Figure 1. Logic cells by family.
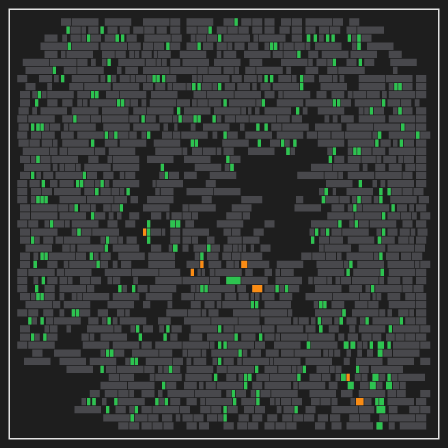
Figure 2. Placement by cell class.
The bar under the picture is 50 um long.
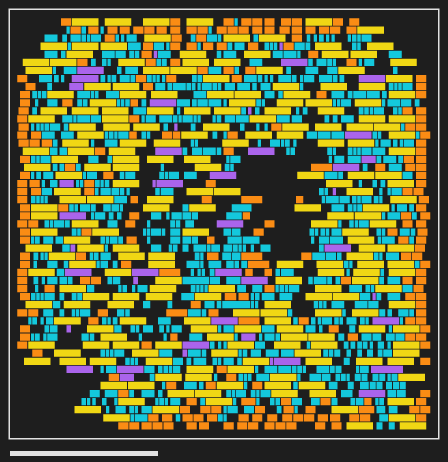
Figure 3. Where the registers sit.
The bar under the picture is 50 um long. Other sequential cells in the stronger grey, the rest of the logic in the fainter grey.
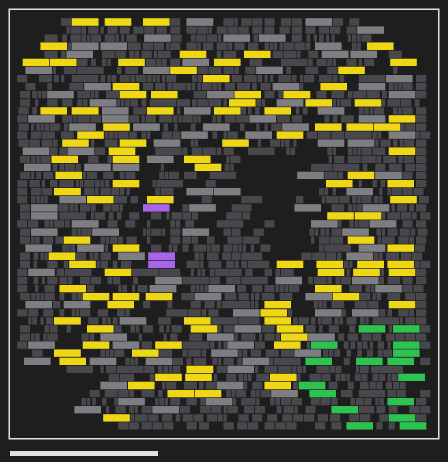
===== src/rtl/pipe_stage_reg.sv =====
// Two-entry skid-buffered pipeline stage with bubble/flush control zeroing
// and a saturating count of cycles stalled by downstream backpressure.
module pipe_stage_reg #(
    parameter int DATA_W = 102,
    parameter int CTRL_W = 3,
    parameter int CNT_W  = 16
) (
    input  logic              clk,
    input  logic              rst,
    input  logic              flush,
    input  logic              in_valid,
    output logic              in_ready,
    input  logic [CTRL_W-1:0] in_ctrl,
    input  logic [DATA_W-1:0] in_data,
    output logic              out_valid,
    input  logic              out_ready,
    output logic [CTRL_W-1:0] out_ctrl,
    output logic [DATA_W-1:0] out_data,
    output logic [CNT_W-1:0]  stall_cnt
);

    typedef enum logic [1:0] {
        EMPTY = 2'd0,
        ONE   = 2'd1,
        TWO   = 2'd2
    } state_t;

    state_t             state_reg,     state_next;
    logic [CTRL_W-1:0]  main_ctrl_reg, main_ctrl_next;
    logic [DATA_W-1:0]  main_data_reg, main_data_next;
    logic [CTRL_W-1:0]  skid_ctrl_reg, skid_ctrl_next;
    logic [DATA_W-1:0]  skid_data_reg, skid_data_next;
    logic [CNT_W-1:0]   stall_cnt_reg, stall_cnt_next;

    logic in_fire;
    logic out_fire;

    // Handshake flags come only from registered state, so out_ready never
    // reaches in_ready combinationally.
    assign in_ready  = (state_reg != TWO);
    assign out_valid = (state_reg != EMPTY);
    assign out_ctrl  = main_ctrl_reg;
    assign out_data  = main_data_reg;
    assign stall_cnt = stall_cnt_reg;

    assign in_fire  = in_valid & in_ready;
    assign out_fire = out_valid & out_ready;

    always_comb begin
        state_next     = state_reg;
        main_ctrl_next = main_ctrl_reg;
        main_data_next = main_data_reg;
        skid_ctrl_next = skid_ctrl_reg;
        skid_data_next = skid_data_reg;
        stall_cnt_next = stall_cnt_reg;

        case (state_reg)
            EMPTY: begin
                if (in_fire) begin
                    state_next     = ONE;
                    main_ctrl_next = in_ctrl;
                    main_data_next = in_data;
                end
            end
            ONE: begin
                if (in_fire && out_fire) begin
                    main_ctrl_next = in_ctrl;
                    main_data_next = in_data;
                end else if (in_fire) begin
                    state_next     = TWO;
                    skid_ctrl_next = in_ctrl;
                    skid_data_next = in_data;
                end else if (out_fire) begin
                    state_next     = EMPTY;
                    main_ctrl_next = '0;
                end
            end
            TWO: begin
                if (out_fire) begin
                    state_next     = ONE;
                    main_ctrl_next = skid_ctrl_reg;
                    main_data_next = skid_data_reg;
                    skid_ctrl_next = '0;
                end
            end
            default: begin
                state_next = EMPTY;
            end
        endcase

        // Flush wins over every handshake in the same cycle.
        if (flush) begin
            state_next     = EMPTY;
            main_ctrl_next = '0;
            main_data_next = '0;
            skid_ctrl_next = '0;
            skid_data_next = '0;
        end

        if (out_valid && !out_ready && !flush && (stall_cnt_reg != {CNT_W{1'b1}})) begin
            stall_cnt_next = stall_cnt_reg + CNT_W'(1);
        end
    end

    always_ff @(posedge clk or negedge rst) begin
        if (!rst) begin
            state_reg     <= EMPTY;
            main_ctrl_reg <= '0;
            main_data_reg <= '0;
            skid_ctrl_reg <= '0;
            skid_data_reg <= '0;
            stall_cnt_reg <= '0;
        end else begin
            state_reg     <= state_next;
            main_ctrl_reg <= main_ctrl_next;
            main_data_reg <= main_data_next;
            skid_ctrl_reg <= skid_ctrl_next;
            skid_data_reg <= skid_data_next;
            stall_cnt_reg <= stall_cnt_next;
        end
    end

endmodule


===== config.mk =====
export PLATFORM = sky130hd
export DESIGN_NAME = pipe_stage_reg
export DESIGN_NICKNAME = d
export VERILOG_FILES = /design/src/rtl/pipe_stage_reg.sv
export SDC_FILE = /design/constraint.sdc
export NUM_CORES = 1
export LEC_CHECK = 0
export CAP_MARGIN = 10
export CORE_MARGIN = 2
export CORE_UTILIZATION = 56
export CTS_CLUSTER_SIZE = 40
export DETAILED_ROUTE_END_ITERATION = 12
export PLACE_DENSITY = 0.9
export SLEW_MARGIN = 40
export SYNTH_ARGS = -nofsm -noshare
export SYNTH_HDL_FRONTEND = slang
export SYNTH_SLANG_ARGS = --single-unit

===== constraint.sdc =====
create_clock -name clk -period 3.4 [get_ports clk]
set_clock_uncertainty 0.1 [all_clocks]
set_input_delay 0.68 -clock clk [delete_from_list [all_inputs] [get_ports clk]]
set_output_delay 0.68 -clock clk [all_outputs]
set_load 0.005 [all_outputs]

==> run notes <==
Observations from the implementation run.

Synth:
- The run gives the largest family of logic cells by area as AND-OR/OR-AND gates.
- After synthesis, the share of flip-flops with an asynchronous set or reset is 1.00.
- The run gives the number of synthesized register bits as 228.
- In the post-synthesis netlist, the biggest area contributors are sky130_fd_sc_hd__dfrtp_1 (52%), sky130_fd_sc_hd__mux2i_1 (9.8%), sky130_fd_sc_hd__a21oi_1 (9.7%).
- Among all flip-flop cells after synthesis, the most frequent one is sky130_fd_sc_hd__dfrtp_1.
- The run gives the count of library flops with an enable pin as 0.

Placement:
- The run puts the count of input and output buffers at 232.

Clock network:
- The run gives the count of cells resized by post-cts repair as 0.
- The run puts the worst-case clock buffer depth at 3.
- CTS placed an instance of sky130_fd_sc_hd__clkbuf_16 at the clock tree root.

Pwr:
- The share of total power dissipated in the clock network is 0.235.
- The run gives the power after layout as 10900 uW.
- The power report attributes to the sequential group a share of 0.342.
- In the power breakdown, the internal column shows 6960 uW.
- The run gives the switching portion of total power as 0.363.

Layout:
- At the end of the flow, the number of nets in the layout was 1357.
- The run puts the fraction of standard cell area in multi-input logic at 0.339.
- From synthesis to final layout, the design area changed by 29.8%.

Timing:
- In this build the clock could be raised as far as 0.333 GHz.
- Max-slew check failures listed in the final report amount to 0.
- Setup repair after global routing left no endpoint under its margin.

GRT:
- The run gives the routing usage on met1 as 0.375.

Outcome:
- The flow ran to the end, and the final reports show no timing, DRC or antenna violations.

Die:
- The run puts the height of the die at 144 um.

Detailed routing:
- In the routed design, unresolved DRC markers number 0.
-- Figure 1 (at the start) --
- green: NAND gates (cells 231; most used nand2_1; where widely spread)
- orange: NOR gates (cells 7; most used nor2_1)
number of standard cells in the final layout excluding fillers: 1523
commonest non-fill, non-tap cell in the layout: sky130_fd_sc_hd__clkdlybuf4s50_1

-- Figure 2 (at the start) --
- purple: clock drivers and dummy loads (cells 43; share of their area 5.6%)
- yellow: flops (cells 228; share of their area 41%)
- cyan: all other logic (cells 735; share of their area 35%)
- orange: other buffers and delay cells (cells 252; share of their area 18%)
share of the final layout cell area in sequential cells: 0.400
standard-cell row count: 51
Layout Cell Area excl Fill: 14300 sq um
Util after Layout: 0.738
Core Region: 19300 sq um

-- Figure 3 (at the start) --
- green: `stall_cnt` (sequential cells 16; where south-east)
- purple: `skid_ctrl_reg` (sequential cells 3)
- yellow: `out_data` (sequential cells 102; where widely spread)
sequential cell area: 5710 sq um
sequential power: 3740 uW

Power figures rest on the tool's default switching activity, not on a simulated workload.
